### config.mk
export PLATFORM = sky130hd
export DESIGN_NAME = or_in_stage
export DESIGN_NICKNAME = d
export VERILOG_FILES = /design/src/rtl/or_in_stage.sv
export SDC_FILE = /design/constraint.sdc
export NUM_CORES = 1
export LEC_CHECK = 0
export CORE_MARGIN = 4
export CORE_UTILIZATION = 64
export CTS_BUF_LIST = sky130_fd_sc_hd__clkbuf_4
export DETAILED_ROUTE_END_ITERATION = 6
export DONT_BUFFER_PORTS = 1
export GPL_ROUTABILITY_DRIVEN = 0
export PLACE_DENSITY = 0.78
export SETUP_SLACK_MARGIN = 0.3
export SYNTH_ARGS = -nofsm -noshare
export SYNTH_HDL_FRONTEND = slang
export SYNTH_SLANG_ARGS = --single-unit
### constraint.sdc
create_clock -name clk -period 2.8 [get_ports clk]
set_input_delay 0.42 -clock clk [delete_from_list [all_inputs] [get_ports clk]]
set_output_delay 0.42 -clock clk [all_outputs]
set_load 0.02 [all_outputs]
### src/rtl/or_in_stage.sv
// Operand-buffering OR stage: accepts (a, b) pairs into a DEPTH-entry FIFO and
// delivers the registered result a | b on a valid/ready output.
module or_in_stage #(
  parameter int WIDTH = 1,
  parameter int DEPTH = 4,
  parameter int CNT_W = 16
) (
  input  logic                       clk,
  input  logic                       rst_n,
  input  logic                       in_valid,
  output logic                       in_ready,
  input  logic [WIDTH-1:0]           in_a,
  input  logic [WIDTH-1:0]           in_b,
  output logic                       out_valid,
  input  logic                       out_ready,
  output logic [WIDTH-1:0]           out_y,
  output logic [$clog2(DEPTH):0]     level,
  output logic [CNT_W-1:0]           txn_count
);

  localparam int PTR_W = $clog2(DEPTH);
  localparam int LVL_W = PTR_W + 1;

  typedef struct packed {
    logic [WIDTH-1:0] a;
    logic [WIDTH-1:0] b;
  } pair_t;

  pair_t            mem_q [DEPTH];
  logic [PTR_W-1:0] wr_ptr_q, wr_ptr_d;
  logic [PTR_W-1:0] rd_ptr_q, rd_ptr_d;
  logic [LVL_W-1:0] level_q, level_d;
  logic             out_valid_q, out_valid_d;
  logic [WIDTH-1:0] out_y_q, out_y_d;
  logic [CNT_W-1:0] txn_q, txn_d;

  logic  push, load, hs;
  pair_t head;

  // in_ready depends only on registered level, so there is no path from out_ready.
  assign in_ready = (level_q != LVL_W'(DEPTH));
  assign push     = in_valid & in_ready;
  assign hs       = out_valid_q & out_ready;
  assign load     = (level_q != '0) & (~out_valid_q | out_ready);
  assign head     = mem_q[rd_ptr_q];

  always_comb begin
    // NOTE: every always_comb output gets a default first so no path leaves it unassigned (no latch).
    wr_ptr_d    = wr_ptr_q;
    rd_ptr_d    = rd_ptr_q;
    level_d     = level_q;
    out_valid_d = out_valid_q;
    out_y_d     = out_y_q;
    txn_d       = txn_q;

    if (push) wr_ptr_d = wr_ptr_q + PTR_W'(1);
    if (load) begin
      rd_ptr_d    = rd_ptr_q + PTR_W'(1);
      out_y_d     = head.a | head.b;
      out_valid_d = 1'b1;
    end else if (hs) begin
      out_valid_d = 1'b0;
    end
    level_d = level_q + LVL_W'(push) - LVL_W'(load);
    if (hs) txn_d = txn_q + CNT_W'(1);
  end

  // NOTE: state registers use non-blocking assignments so all flops update together at the edge.
  always_ff @(posedge clk) begin
    if (!rst_n) begin
      wr_ptr_q    <= '0;
      rd_ptr_q    <= '0;
      level_q     <= '0;
      out_valid_q <= 1'b0;
      out_y_q     <= '0;
      txn_q       <= '0;
    end else begin
      wr_ptr_q    <= wr_ptr_d;
      rd_ptr_q    <= rd_ptr_d;
      level_q     <= level_d;
      out_valid_q <= out_valid_d;
      out_y_q     <= out_y_d;
      txn_q       <= txn_d;
    end
  end

  // NOTE: the storage array is not reset; the pointers and level decide which entries are live.
  always_ff @(posedge clk) begin
    if (push) mem_q[wr_ptr_q] <= '{a: in_a, b: in_b};
  end

  assign out_valid = out_valid_q;
  assign out_y     = out_y_q;
  assign level     = level_q;
  assign txn_count = txn_q;

endmodule

==> images/floorplan.png <==
Scale bar: 20 um. Pins as bars on the die edge.
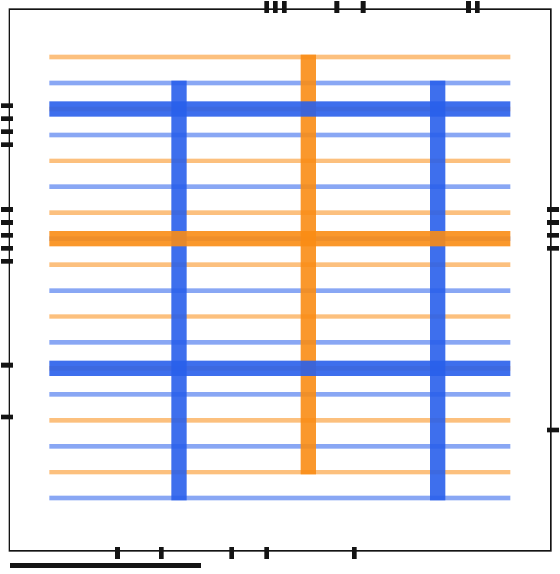
| colour | net |
|---|---|
| orange | VDD |
| blue | VSS |
signal pins: 28
met1 rails: 18
met4 straps: 3
core area: 2230 um^2
Die H: 56.6 um
Die W: 56.6 um

==> images/class_map.png <==
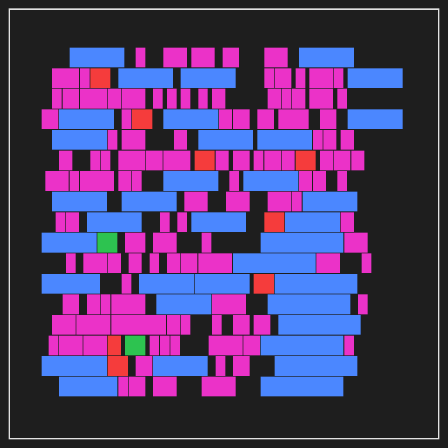
| colour | class | cells |
|---|---|---|
| green | remaining buffers and delay cells | 2 |
| magenta | remaining logic cells | 117 |
| blue | sequential cells | 35 |
| red | clock drivers and dummy loads | 8 |

==> images/clock_wires.png <==
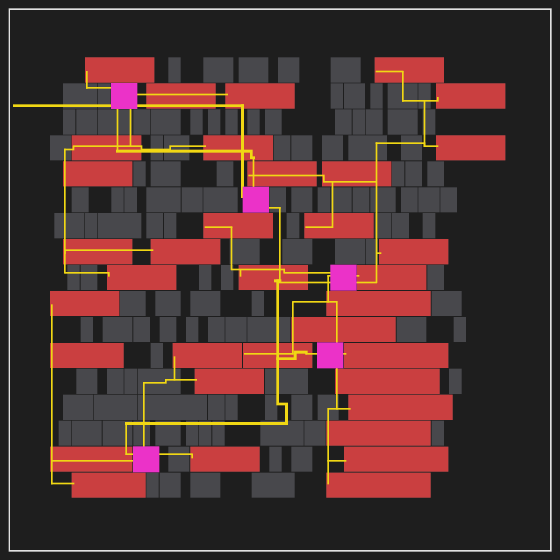
[magenta] clock-net drivers | count: 5
[yellow] clock wires | length: 360 um
[red] flip-flops | count: 35
routed clock nets: 6
Clk. pwr: 0.267 mW
Max Clock Skew: 0.0150 ns
Clock Power Share: 21.4%
Late-Pin Clk Latency: 0.33 ns

==> flow_summary.json <==
{
  "preCtsSetupSlack_ns": 0.403,
  "largest_reg_flops": 16,
  "crit_chain": "or3b_1, and2_1, inv_1, ha_1, inv_1, ha_1, fa_1, xnor2_1, xnor2_1, nor2_1",
  "buffers": 2,
  "grt_busiest_layer": "met2",
  "avgRoutedWirePerCell_um": 13.4,
  "slowest_delay_ns": 0.40,
  "route.met3.wl_um": 213,
  "cts-resized-gates": 0,
  "layout_top_cell": "dfxtp_1",
  "track_usage_pct": 17.3,
  "critPathArrivalTime_ns": 2.47,
  "path_clk_slew_ns": 0.09,
  "start_kind": "flop",
  "powerSeq_mw": 0.686,
  "cts.sinks": 35,
  "r2r_cells": 10,
  "seq_area_frac_synth_pct": 51.6,
  "met3_usage_pct": 9.89,
  "largest_class": "registers",
  "p_int_mw": 0.852,
  "min_to": "mem_q[1][0]$_DFFE_PP_",
  "wl_met2_um": 1180,
  "ys_cells": 154,
  "warnings": 29,
  "grt_first_pass_wirelength_um": 4330,
  "cts_tree": "done",
  "synth-async-reset-ratio_pct": 0,
  "p_comb_mw": 0.295,
  "sh_seq_area_pct": 48.6,
  "vias_per_cell": 5.57,
  "flop_cell": "dfxtp_1",
  "status": "finished, final reports clean"
}
Power is estimated from default activity; no workload was simulated.
